**config.mk**
```make
export PLATFORM = sky130hd
export DESIGN_NAME = seg7_scan_driver
export DESIGN_NICKNAME = d
export VERILOG_FILES = /design/src/rtl/seg7_scan_driver.sv
export SDC_FILE = /design/constraint.sdc
export NUM_CORES = 1
export LEC_CHECK = 0
export CORE_ASPECT_RATIO = 0.6
export CORE_MARGIN = 3
export CORE_UTILIZATION = 40
export CTS_CLUSTER_SIZE = 10
export DETAILED_ROUTE_END_ITERATION = 16
export SYNTH_ARGS = -nofsm -noshare
export SYNTH_HDL_FRONTEND = slang
export SYNTH_SLANG_ARGS = --single-unit
```
**constraint.sdc**
```tcl
create_clock -name CLK -period 2.5 [get_ports CLK]
set_input_delay 0.375 -clock CLK [delete_from_list [all_inputs] [get_ports CLK]]
set_output_delay 0.375 -clock CLK [all_outputs]
set_load 0.01 [all_outputs]
```
**src/rtl/seg7_scan_driver.sv**
```systemverilog
// seg7_scan_driver: multiplexed DIGITS-wide hex 7-segment driver.
// Scans one digit per DIV cycles on a shared segment bus with a one-hot strobe.
// New values are applied only at the frame boundary, so each frame is coherent.
// Build option: define SEG7_LZB_EN to enable leading-zero blanking.
module seg7_scan_driver #(
    parameter int DIGITS = 4,
    parameter int DIV    = 1000
) (
    input  logic                CLK,
    input  logic                RST_X,
    input  logic                EN,
    input  logic                LOAD,
    input  logic [4*DIGITS-1:0] VALUE,
    input  logic [DIGITS-1:0]   DP_IN,
    output logic [7:0]          LED,
    output logic [DIGITS-1:0]   DIG,
    output logic                PENDING,
    output logic                FRAME
);
    localparam int CW = $clog2(DIV);
    localparam int IW = (DIGITS > 1) ? $clog2(DIGITS) : 1;
    localparam logic [CW-1:0] CNT_MAX = CW'(DIV - 1);
    localparam logic [IW-1:0] IDX_MAX = IW'(DIGITS - 1);

    logic [CW-1:0]       cnt_q, cnt_d;
    logic [IW-1:0]       idx_q, idx_d;
    logic [4*DIGITS-1:0] disp_val_q, disp_val_d, shd_val_q, shd_val_d;
    logic [DIGITS-1:0]   disp_dp_q, disp_dp_d, shd_dp_q, shd_dp_d;
    logic                pend_q, pend_d, frame_q, frame_d;
    logic [7:0]          led_q, led_d;
    logic [DIGITS-1:0]   dig_q, dig_d;

    logic                cnt_wrap, bnd;
    logic [3:0]          cur_nib;
    logic                cur_dp, cur_blank;
    logic [7:0]          cur_seg;

    function automatic logic [7:0] seg7(input logic [3:0] h);
        case (h)
            4'h0: seg7 = 8'hFC;  4'h1: seg7 = 8'h60;
            4'h2: seg7 = 8'hDA;  4'h3: seg7 = 8'hF2;
            4'h4: seg7 = 8'h66;  4'h5: seg7 = 8'hB6;
            4'h6: seg7 = 8'hBE;  4'h7: seg7 = 8'hE0;
            4'h8: seg7 = 8'hFE;  4'h9: seg7 = 8'hF6;
            4'hA: seg7 = 8'hEE;  4'hB: seg7 = 8'h3E;
            4'hC: seg7 = 8'h1A;  4'hD: seg7 = 8'h7A;
            4'hE: seg7 = 8'h9E;  4'hF: seg7 = 8'h8E;
            default: seg7 = 8'h00;
        endcase
    endfunction

    assign cnt_wrap = (cnt_q == CNT_MAX);
    assign bnd      = cnt_wrap && (idx_q == IDX_MAX);

    // Pick the nibble and decimal point of the digit currently being scanned.
    always_comb begin
        cur_nib = 4'h0;
        cur_dp  = 1'b0;
        for (int i = 0; i < DIGITS; i++) begin
            if (idx_q == IW'(i)) begin
                cur_nib = disp_val_q[4*i +: 4];
                cur_dp  = disp_dp_q[i];
            end
        end
    end

`ifdef SEG7_LZB_EN
    logic [DIGITS-1:0] blank;
    logic              lz_acc;

    // A digit above 0 is blank when it and every more significant digit are zero.
    always_comb begin
        blank  = '0;
        lz_acc = 1'b1;
        for (int i = DIGITS - 1; i > 0; i--) begin
            lz_acc   = lz_acc & (disp_val_q[4*i +: 4] == 4'h0);
            blank[i] = lz_acc;
        end
    end

    // Blank flag of the digit currently being scanned.
    always_comb begin
        cur_blank = 1'b0;
        for (int i = 0; i < DIGITS; i++) begin
            if (idx_q == IW'(i)) cur_blank = blank[i];
        end
    end
`else
    assign cur_blank = 1'b0;
`endif

    assign cur_seg = seg7(cur_nib);

    // Next state: prescaler/scan index, frame-synchronous load, registered outputs.
    always_comb begin
        cnt_d      = cnt_wrap ? '0 : cnt_q + 1'b1;
        idx_d      = idx_q;
        disp_val_d = disp_val_q;
        disp_dp_d  = disp_dp_q;
        shd_val_d  = shd_val_q;
        shd_dp_d   = shd_dp_q;
        pend_d     = pend_q;
        frame_d    = 1'b0;

        if (cnt_wrap) idx_d = (idx_q == IDX_MAX) ? '0 : idx_q + 1'b1;

        if (bnd) begin
            // A load landing on the boundary bypasses the shadow entirely.
            if (LOAD) begin
                disp_val_d = VALUE;
                disp_dp_d  = DP_IN;
                pend_d     = 1'b0;
                frame_d    = 1'b1;
            end else if (pend_q) begin
                disp_val_d = shd_val_q;
                disp_dp_d  = shd_dp_q;
                pend_d     = 1'b0;
                frame_d    = 1'b1;
            end
        end else if (LOAD) begin
            shd_val_d = VALUE;
            shd_dp_d  = DP_IN;
            pend_d    = 1'b1;
        end

        dig_d = EN ? (DIGITS'(1) << idx_q) : '0;
        led_d = (EN && !cur_blank) ? {cur_seg[7:1], cur_dp} : 8'h00;
    end

    // State register; reset aborts the frame and drops any pending value.
    always_ff @(posedge CLK or negedge RST_X) begin
        if (!RST_X) begin
            cnt_q      <= '0;
            idx_q      <= '0;
            disp_val_q <= '0;
            disp_dp_q  <= '0;
            shd_val_q  <= '0;
            shd_dp_q   <= '0;
            pend_q     <= 1'b0;
            frame_q    <= 1'b0;
            led_q      <= 8'h00;
            dig_q      <= '0;
        end else begin
            cnt_q      <= cnt_d;
            idx_q      <= idx_d;
            disp_val_q <= disp_val_d;
            disp_dp_q  <= disp_dp_d;
            shd_val_q  <= shd_val_d;
            shd_dp_q   <= shd_dp_d;
            pend_q     <= pend_d;
            frame_q    <= frame_d;
            led_q      <= led_d;
            dig_q      <= dig_d;
        end
    end

    assign LED     = led_q;
    assign DIG     = dig_q;
    assign PENDING = pend_q;
    assign FRAME   = frame_q;
endmodule

```
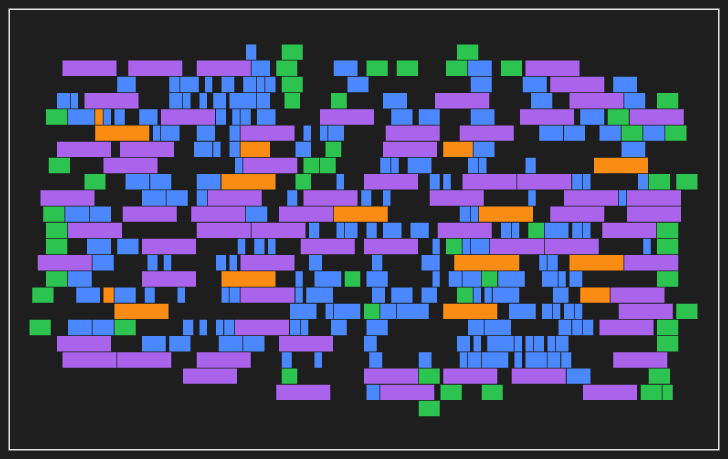
(placement by cell class)
combinational and other logic -> blue  # cells 192, share of their area 36%
clock drivers and dummy loads -> orange  # cells 15, share of their area 8.1%
remaining buffers and delay cells -> green  # cells 50, share of their area 12%
sequential cells -> purple  # cells 66, share of their area 44%

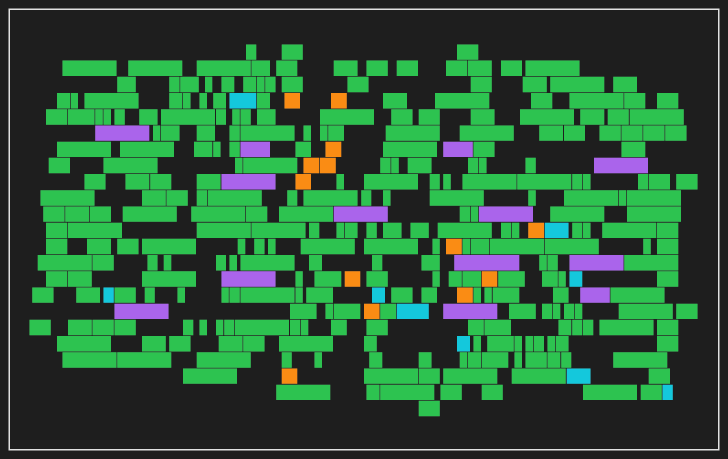
(cells by drive strength)
_2 cells -> cyan  # cells 9, share 2.8%
_0 and _1 cells -> green  # cells 288, share 89%
_6 and larger -> purple  # cells 13, share 4.0%
_3 and _4 cells -> orange  # cells 13, share 4.0%
Syn-to-layout area delta: 27.3%
setup slack of the critical path after layout: 0.208 ns

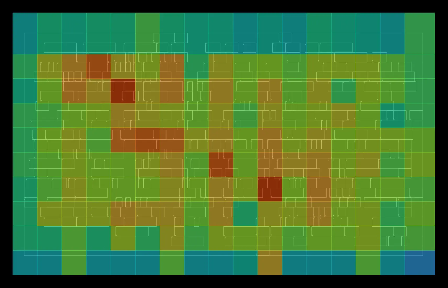
(track usage over the die)
GR Layer Usage met2: 0.228
WL/cell: 14.9 um
met1 layer usage reported by global route: 0.228
layer with the highest usage: met2

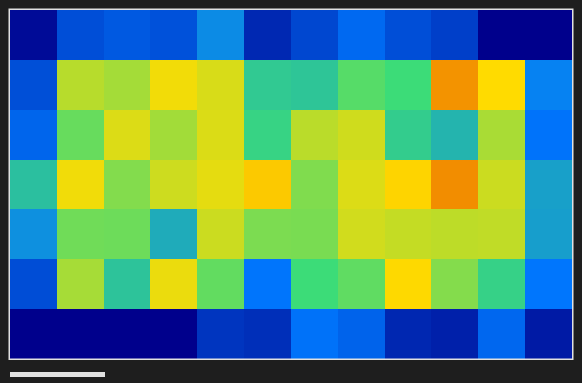
(placement density heat map)
Scale bar: 20 um. The die is cut into 12 by 7 equal tiles; dark blue is low, red is high, 0 to 100% covered.
emptiest ninth of the die = lower left
densest ninth of the die = centre
tiles over 75% full = 7.1%
fullest tile = 84%

[layout make-up]
class                      count  area, um2
clock buffer                  13        270
clock inverter                 2       35.0
fill                         642       3130
inverter                       9       33.8
multi-input combinational    183       1310
sequential                    66       1650
tap                          100        125
timing repair buffer          50        463
[sequential cells by signal, summed over array words and instances, names as in the netlist]
register and count:
disp_val_q 16, shd_val_q 16, cnt_q 10, LED 8, DIG 4, disp_dp_q 4
shd_dp_q 4, idx_q 2, FRAME 1, PENDING 1
[stage by stage]
stage / hold slack (ns) / area [um2]
after floorplan: 0.0794 / 3060
after global placement: 0.364 / 3590
after detailed placement: 0.360 / 3590
after CTS: 0.0143 / 3890
after global routing: 0.0337 / 3890
final: 0.00508 / 3890
==> qor.log <==
qor: critical_path.cp_num_cells 9
qor: finish.final_util 0.554
qor: power_and_ir_drop.p_sw_frac 0.201
qor: power_and_ir_drop.internal_power 2.04 mW
qor: critical_path.most_frequent_cell_on_critical_path ha_1
qor: critical_path.timing.critical_path.to_type flop
qor: power_and_ir_drop.clk-power 1.27 mW
qor: yosys.edf_count 0
qor: floorplanning.chipArea 0.00876 mm2
qor: yosys.synthArstFlopShare 1.00
qor: grt.use_met3 0.0538
qor: critical_path.worst_ep_arrival_time 2.52 ns
qor: grt.grt_pass1_vias 2075
qor: drt.first_iter_violations 109
qor: final_timing.maxClockFrequency 436 MHz
qor: final_timing.finalHoldViolCount 0
qor: floorplanning.io_pins 38
qor: critical_path.crit_end LED[2]
qor: clock_tree.post_cts_buffers 0
qor: yosys.synthDistinctLibCells 40
qor: clock_tree.cts_max_path_bufs 2
qor: drt.detail_route.vias_per_cell 4.99
qor: yosys.yosys_area 0.00306 mm2
qor: status.status finished, final reports clean
qor: clock_tree.cts_max_level 3
qor: grt.grt_antenna_before_repair 0
qor: clock_tree.cts_made_buffers 9
qor: flow_run.max_cap_violations 0
qor: critical_path.worst_path_largest_cell_delay 0.41 ns
qor: final_timing.finalClockSkew 0.00452 ns
qor: critical_path.critPathLaunch idx_q[0]
qor: yosys.postSynthRegisterBits 66
qor: place.place_hpwl 4640 um
qor: drt.routed_wire_length 6280 um
qor: clock_tree.cts_hold_buffers 0
qor: clock_tree.worst_setup_hold_path_clk_slew 0.05 ns
qor: yosys.mappedNetlistArea 0.00306 mm2
qor: clock_tree.cts_tree done
qor: yosys.postSynthCellCount 271
qor: place.place.gp.congestion 0.868
qor: yosys.ys_seq_frac 0.540
qor: critical_path.timing.rr.start idx_q[0]
qor: power_and_ir_drop.power_density 656 mW/mm2
qor: floorplanning.rows 23
qor: finish.final_cells 423
qor: flow_run.log.warning_count 34
qor: final_timing.setup_total_negative_slack 0 ns
qor: yosys.top_cells_by_area dfrtp_1 54%, mux2_1 7.4%, mux2i_1 6.5%
qor: final_timing.worstMarginPinSlew 0.576 ns
qor: yosys.synth_top_area_share 0.540
qor: clock_tree.worst_skew_pair.late_latency 0.32 ns
qor: critical_path.crit_type reg2reg
qor: grt.maximum_number_of_pins_on_one_net_before_global_route_repair 42
qor: final_timing.final-max-slew-violation-count 0
qor: drt.drcViolationCount 0
qor: power_and_ir_drop.clock_power_share 0.496
qor: yosys.syn-mean-instance-area 11.3 um2
qor: critical_path.critical_path_peak_fanout 8
qor: yosys.syn-num-nets 306
qor: final_timing.setup-violations-final 0
qor: drt.m1WireLength 3380 um
qor: place.placement.setup.worst_slack 0.220 ns
qor: critical_path.worst-r2r-setup-slack 0.21 ns
qor: floorplanning.floorplan.core_util 0.435
qor: yosys.yosys.cell_count.top_type dfrtp_1
qor: yosys.yosysTopAreaCell dfrtp_1
qor: min_path.hold_path.class in2async
qor: finish.layout_top_cell_excl_fill_tap dfrtp_1
qor: power_and_ir_drop.powerSeq 1.12 mW
qor: yosys.ys_cells 271
qor: place.post-place-cells 408
qor: clock_tree.postCtsResizedCells 0
qor: yosys.mux_area_frac 0.147
qor: yosys.synthesis.yosys.warnings 0
qor: critical_path.crit_required 2.72 ns
qor: final_timing.timing.slew.headroom 0.616
qor: critical_path.rr_endpoint LED[2]
qor: power_and_ir_drop.power.total 2.55 mW
qor: critical_path.r2r.worst_path.cells 9
qor: floorplanning.die_height 73.7 um
qor: critical_path.critical_path.top_delay_family AND-OR/OR-AND gates
qor: final_timing.final.min_clock_period 2.29 ns
qor: critical_path.cpMaxStageDelayCell dfrtp_1
No activity file was given, so power comes from the tool's default toggle rates.
